Figure 1. Signal metal coverage by tile.
Drawn at 2 px/µm. 29 x 29 tiles, from dark purple (low) to yellow (high), scaled to the fullest tile. Values are wire area over tile area, all layers added.
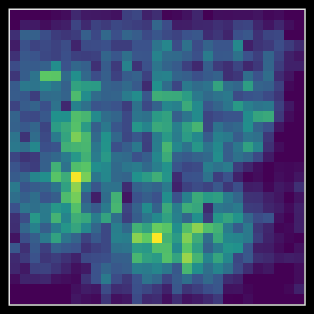
Figure 2. PDN straps and rails.
Drawn at 3 px/µm. Pins as bars on the die edge.
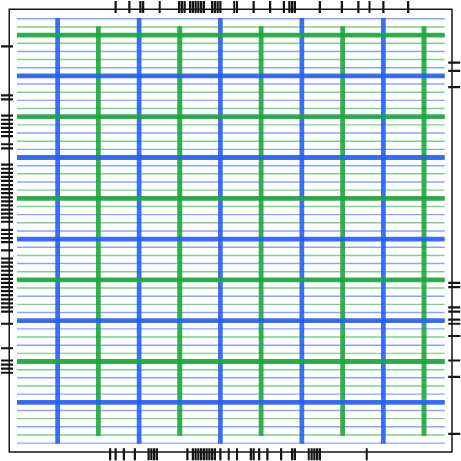
Figure 3. Cell sizes after repair.
Drawn at 2 px/µm.
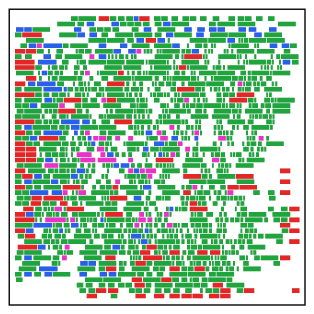
Figure 4. Cell outlines without signal wires.
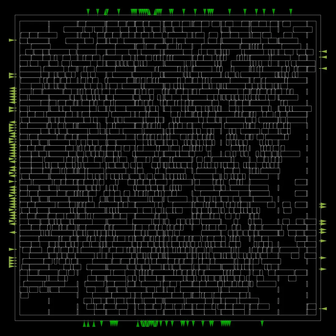
Figure 5. Close-up of the layout.
Window x 49 to 99, y 78 to 128 µm. Cells in grey, sequential cells in the stronger grey; small squares are vias.
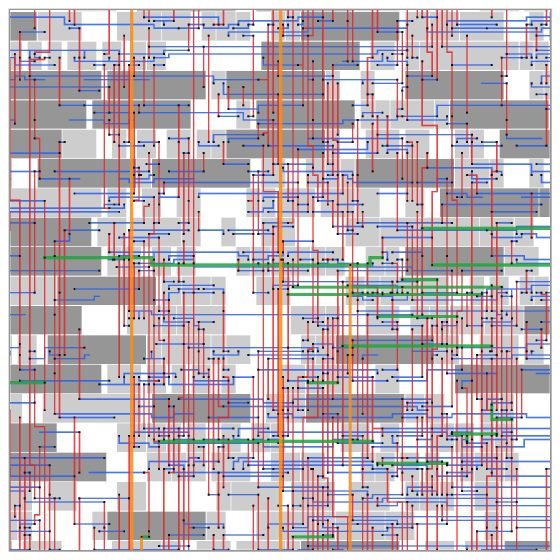
`src/rtl/step_generator_pkg.sv`:
```
// step_generator_pkg: shared state encodings and step timing rules for the stepper path
package step_generator_pkg;

    typedef enum logic [1:0] {
        ST_IDLE  = 2'd0,
        ST_SETUP = 2'd1,
        ST_HIGH  = 2'd2,
        ST_LOW   = 2'd3
    } step_state_e;

    localparam int DEF_STEP_HIGH = 4;
    localparam int DEF_DIR_SETUP = 4;

    // Shortest legal rise-to-rise period: high time plus two low clocks so the
    // driver's two-flop edge detector always sees the low phase.
    function automatic int min_period(input int step_high);
        return step_high + 2;
    endfunction

endpackage

```
`src/rtl/step_cmd_buffer.sv`:
```
// step_cmd_buffer: one-entry holding register for a pending {dir, steps, period} command
module step_cmd_buffer
    import step_generator_pkg::*;
#(
    parameter int CNT_W = 32,
    parameter int PER_W = 24
) (
    input  logic             clk,
    input  logic             resetn,
    input  logic             push_i,
    input  logic             pop_i,
    input  logic             clr_i,
    input  logic             dir_i,
    input  logic [CNT_W-1:0] steps_i,
    input  logic [PER_W-1:0] period_i,
    output logic             full_o,
    output logic             dir_o,
    output logic [CNT_W-1:0] steps_o,
    output logic [PER_W-1:0] period_o
);

    logic             full_q, full_d;
    logic             dir_q;
    logic [CNT_W-1:0] steps_q;
    logic [PER_W-1:0] period_q;

    // Slot occupancy: a clear (abort) wins; push and pop never coincide because push needs an empty slot.
    always_comb full_d = clr_i ? 1'b0 : push_i ? 1'b1 : pop_i ? 1'b0 : full_q;

    // Occupancy flag and the captured command fields.
    always_ff @(posedge clk or negedge resetn) begin
        if (!resetn) begin
            full_q   <= 1'b0;
            dir_q    <= 1'b0;
            steps_q  <= '0;
            period_q <= '0;
        end else begin
            full_q <= full_d;
            if (push_i) begin
                dir_q    <= dir_i;
                steps_q  <= steps_i;
                period_q <= period_i;
            end
        end
    end

    assign full_o   = full_q;
    assign dir_o    = dir_q;
    assign steps_o  = steps_q;
    assign period_o = period_q;

endmodule

```
`src/rtl/step_generator.sv`:
```
// step_generator: turns buffered move commands into step/dir pulses and tracks absolute position
module step_generator
    import step_generator_pkg::*;
#(
    parameter int CNT_W     = 32,
    parameter int PER_W     = 24,
    parameter int POS_W     = 32,
    parameter int STEP_HIGH = DEF_STEP_HIGH,
    parameter int DIR_SETUP = DEF_DIR_SETUP
) (
    input  logic             clk,
    input  logic             resetn,
    input  logic             cmd_valid,
    output logic             cmd_ready,
    input  logic             cmd_dir,
    input  logic [CNT_W-1:0] cmd_steps,
    input  logic [PER_W-1:0] cmd_period,
    input  logic             abort,
    output logic             step,
    output logic             dir,
    output logic             busy,
    output logic             done,
    output logic [POS_W-1:0] position,
    output logic [CNT_W-1:0] steps_left
);

    localparam logic [PER_W-1:0] MIN_PER  = PER_W'(min_period(STEP_HIGH));
    localparam logic [PER_W-1:0] HIGH_LD  = PER_W'(STEP_HIGH - 1);
    localparam logic [PER_W-1:0] SETUP_LD = PER_W'(DIR_SETUP - 1);
    localparam logic [PER_W-1:0] LOW_OFS  = PER_W'(STEP_HIGH + 1);
    localparam logic [PER_W-1:0] T_ONE    = PER_W'(1);
    localparam logic [CNT_W-1:0] C_ONE    = CNT_W'(1);
    localparam logic [POS_W-1:0] P_ONE    = POS_W'(1);

    step_state_e      state_q, state_d;
    logic [PER_W-1:0] timer_q, timer_d;
    logic [PER_W-1:0] per_q, per_d;
    logic [CNT_W-1:0] left_q, left_d;
    logic [POS_W-1:0] pos_q, pos_d;
    logic             dir_q, dir_d;
    logic             step_q, step_d;
    logic             done_q, done_d;
    logic             abort_q, abort_d;

    logic             pend_full, pend_dir;
    logic [CNT_W-1:0] pend_steps;
    logic [PER_W-1:0] pend_period, pend_eff;
    logic             push, take, rise, stop, tmo;

    // Ready depends only on the registered slot flag and the abort level, never on cmd_valid.
    assign cmd_ready = ~pend_full & ~abort;
    assign push      = cmd_valid & cmd_ready;
    assign pend_eff  = (pend_period < MIN_PER) ? MIN_PER : pend_period;
    assign tmo       = (timer_q == '0);

    step_cmd_buffer #(
        .CNT_W (CNT_W),
        .PER_W (PER_W)
    ) u_buf (
        .clk      (clk),
        .resetn   (resetn),
        .push_i   (push),
        .pop_i    (take),
        .clr_i    (stop),
        .dir_i    (cmd_dir),
        .steps_i  (cmd_steps),
        .period_i (cmd_period),
        .full_o   (pend_full),
        .dir_o    (pend_dir),
        .steps_o  (pend_steps),
        .period_o (pend_period)
    );

    // Next state: per-state timer countdown, then shared load / rise / stop actions applied in priority order.
    always_comb begin
        state_d = state_q;
        timer_d = timer_q;
        per_d   = per_q;
        left_d  = left_q;
        pos_d   = pos_q;
        dir_d   = dir_q;
        done_d  = 1'b0;
        abort_d = 1'b0;
        take    = 1'b0;
        rise    = 1'b0;
        stop    = 1'b0;
        case (state_q)
            ST_IDLE: begin
                stop = abort & pend_full;
                take = ~abort & pend_full;
            end
            ST_SETUP: begin
                timer_d = timer_q - T_ONE;
                stop    = abort;
                rise    = ~abort & tmo;
            end
            ST_HIGH: begin
                timer_d = timer_q - T_ONE;
                abort_d = abort_q | abort;
                if (tmo) begin
                    stop    = abort_d;
                    state_d = ST_LOW;
                    timer_d = per_q - LOW_OFS;
                end
            end
            ST_LOW: begin
                timer_d = timer_q - T_ONE;
                stop    = abort;
                if (!abort && tmo) begin
                    state_d = ST_IDLE;
                    rise    = (left_q != '0);
                    done_d  = (left_q == '0);
                    take    = (left_q == '0) & pend_full & (pend_steps != '0);
                end
            end
            default: state_d = ST_IDLE;
        endcase
        if (take) begin
            per_d  = pend_eff;
            left_d = pend_steps;
            if (pend_steps == '0) begin
                done_d = 1'b1;
            end else if (pend_dir != dir_q) begin
                dir_d   = pend_dir;
                state_d = ST_SETUP;
                timer_d = SETUP_LD;
            end else begin
                rise = 1'b1;
            end
        end
        if (rise) begin
            state_d = ST_HIGH;
            timer_d = HIGH_LD;
            left_d  = left_d - C_ONE;
            pos_d   = dir_d ? pos_q + P_ONE : pos_q - P_ONE;
        end
        if (stop) begin
            state_d = ST_IDLE;
            done_d  = 1'b1;
            left_d  = '0;
            abort_d = 1'b0;
        end
        step_d = (state_d == ST_HIGH);
    end

    // State and output registers; reset drops step immediately.
    always_ff @(posedge clk or negedge resetn) begin
        if (!resetn) begin
            state_q <= ST_IDLE;
            timer_q <= '0;
            per_q   <= '0;
            left_q  <= '0;
            pos_q   <= '0;
            dir_q   <= 1'b0;
            step_q  <= 1'b0;
            done_q  <= 1'b0;
            abort_q <= 1'b0;
        end else begin
            state_q <= state_d;
            timer_q <= timer_d;
            per_q   <= per_d;
            left_q  <= left_d;
            pos_q   <= pos_d;
            dir_q   <= dir_d;
            step_q  <= step_d;
            done_q  <= done_d;
            abort_q <= abort_d;
        end
    end

    assign step       = step_q;
    assign dir        = dir_q;
    assign done       = done_q;
    assign position   = pos_q;
    assign steps_left = left_q;
    assign busy       = (state_q != ST_IDLE) | pend_full;

endmodule
```
`config.mk`:
```
export PLATFORM = sky130hd
export DESIGN_NAME = step_generator
export DESIGN_NICKNAME = d
export VERILOG_FILES = /design/src/rtl/step_generator_pkg.sv /design/src/rtl/step_cmd_buffer.sv /design/src/rtl/step_generator.sv
export SDC_FILE = /design/constraint.sdc
export NUM_CORES = 1
export LEC_CHECK = 0
export CAP_MARGIN = 40
export CORE_MARGIN = 2
export CORE_UTILIZATION = 51
export DETAILED_ROUTE_END_ITERATION = 8
export PLACE_DENSITY = 0.74
export SYNTH_ARGS = -nofsm -noshare
export SYNTH_HDL_FRONTEND = slang
export SYNTH_SLANG_ARGS = --single-unit
```
`constraint.sdc`:
```
create_clock -name clk -period 4.75 [get_ports clk]
set_input_delay 0.7125 -clock clk [delete_from_list [all_inputs] [get_ports clk]]
set_output_delay 0.7125 -clock clk [all_outputs]
set_load 0.1 [all_outputs]
```
==> results_slide.txt <==
Implementation Results

Setup path
  • Worst r2r dst: position[30]$_DFFE_PN0N_
  • CP max stage cell: or4_4
  • R2R depth: 19
  • Critical Path Source: steps_left[12]$_DFF_PN0_
  • Worst Path Max Fanout: 8
  • Critical path arrival: 4.86 ns
  • Cell depth of the worst setup path: 19
  • R2R Path Start: steps_left[12]$_DFF_PN0_
  • Startpoint Class: register
  • Worst Setup End Kind: register
  • Critical Path End: position[30]$_DFFE_PN0N_
  • Buf/Inv on CP: 2

Drt
  • DRC: 0
  • Pre-antenna DRT Iters: 8
  • WL final: 29.28 mm
  • Antenna Nets Post-Route: 0
  • Vias: approximately 9600
  • DR WL/cell: around 18 µm
  • Iter 0 DRT Violations: 710
  • Vias per cell: slightly below 6

Logic synthesis
  • Cell Area, Synth: 10440 µm²
  • Yosys synthesis chip area: 10440 µm²
  • Syn. warnings: 0
  • Mux share: 0.09897
  • Largest logic family: simple AND/OR/NAND/NOR gates
  • Count leader, synth: dfrtp_1
  • Synth Seq Share: 0.4218
  • Asr flop ratio synth: 1.000
  • Post-Syn Nets: 1219
  • Top cells, area: dfrtp_1, mux2_2, nand2_1, xnor2_1, nor2_1
  • Aoi share: 0.1084
  • Seq cells post-synth: 176
  • Dominant cell area share: 0.4218
  • Syn avg cell area: about 9.1 µm²

Finish
  • Fin nets: 1401

Clock network
  • Clock Latency Late Sink: 0.44 ns
  • Clk buf depth: 2
  • Root buf cell: clkbuf_16
  • Clock-pin slew on the worst setup and hold paths: 0.07 ns
  • Post-cts hold buffer count: 0
  • CTS buffer count: 17
  • Clock Sinks: 176
  • Post-CTS resize count: 0
  • CTS tree: built

STA
  • Unrepaired setup endpoints after global routing: false
  • # setup viols final: 0
  • Final Hold Viols: 0
  • Slew HR: 0.4196
  • Slew Viols, Final: 0
  • Final period demand of the worst path: about 4.5 ns

Floorplanning
  • Die Size: 21640 µm²
  • Starting Density: 0.5177
  • Core Region: about 20000 µm²

Placed design
  • Cell Area, Placed: 13220 µm²
  • IO buf count: ~130
  • Post-DP HPWL: 21.07 mm

Worst hold path
  • Hold Crit Class: input port to async pin

Flow run
  • Log Warnings: 31

Global routing
  • Number of global-route vias before repair: between 9000 and 10000
  • First-pass GRT wire length: 48.20 mm
  • Initial antenna violation count: 0
  • Global route total overflow: 0

Status
  • Outcome: complete, no violations

Power
  • Lkg Pwr: about 5.9 nW
  • Design Power: 4.302 mW
Notes on Figure 1 above:
tiles over half the peak: 14%
fullest tile: 0.77
nearly empty tiles: 8.2%
mean over tiles: 0.22

Notes on Figure 2 above:
legend:
  VDD:
    colour: green
  VSS:
    colour: blue
rows: 52
met5 straps: 10
Max IR drop VDD: 0.0002332 V
die extent in y: 147.1 µm
Die W: 147.1 µm

Notes on Figure 3 above:
legend:
  x3 and x4:
    colour: magenta
    cells: 50
  x6 and larger:
    colour: red
    cells: 95
  x1 and smaller:
    colour: green
    cells: 1104
  x2:
    colour: blue
    cells: 94
post-layout instance area: 13840 µm²
Final WS setup: 0.2467 ns
bufs w/o clock: 228
Area Growth Syn to Fin: 32.52%

Notes on Figure 4 above:
final non-filler cell total: 1613
# Taps: 270
Fillers: 1552
cell row count: 52

Notes on Figure 5 above:
legend:
  M4:
    colour: orange
  M1:
    colour: blue
  M2:
    colour: red
  M3:
    colour: green
netlist names of flops here include: per_q (10), timer_q (9), u_buf.period_o (6)
cells with their middle in the window: 207
most frequent: nand2_1 (35), dfrtp_1 (30), nor2_1 (26)
sequential cells in the window: 30

## where the power goes
group | switching [mW] | internal (mW) | leakage, nW
registers | 0.351 | 1.81 | 2.21
logic | 0.346 | 0.432 | 3.42
clock network | 0.659 | 0.705 | 0.273
total | 1.36 | 2.95 | 5.90
## placed cells by master (no fill, tap or decap), types with 12 or more instances in the layout
master / n
a21oi_1: 47
buf_4: 30
buf_8: 59
clkbuf_16: 17
clkdlybuf4s50_1: 128
dfrtp_1: 166
inv_1: 13
mux2_2: 58
mux2i_1: 38
nand2_1: 146
nand3_1: 21
nand4_1: 22
nor2_1: 126
nor3_1: 49
nor4_1: 35
o21ai_0: 59
or3_1: 23
or4_1: 12
xnor2_1: 57
xor2_1: 40
## per-stage QoR
step,instances,utilization,worst slack (ns),hold WS (ns)
final,1613,0.6861,0.2467,0.3414
after global routing,1613,0.6861,0.01990,0.4090
after CTS,1609,0.6837,0.1759,0.3775
after detailed placement,1577,0.6556,0.2240,0.4657
after global placement,1508,0.5980,0.2950,0.4693
after floorplan,1148,-,0.01797,0.4169
## registers in the layout (all words and copies together), names as in the netlist
signal	cells
dir	1
timer_q	24
abort_q	1
u_buf.full_o	1
u_buf.dir_o	1
u_buf.period_o	24
position	32
state_q	2
steps_left	32
step	1
per_q	24
done	1
u_buf.steps_o	32
## layout make-up
class	instances	area (µm²)
fill	1552	6331
multi-input combinational	894	5786
sequential	176	4419
timing repair buffer	228	2679
clock buffer	18	439.2
tap	270	337.8
clock inverter	14	128.9
inverter	13	48.80
## routing by layer
metal  wire [µm]  GRT usage
met5           0          0
met1       12360     0.3689
met3        1745    0.04814
met4         806     0.1058
met2       14360     0.4477
Power and IR drop assume default switching activity.
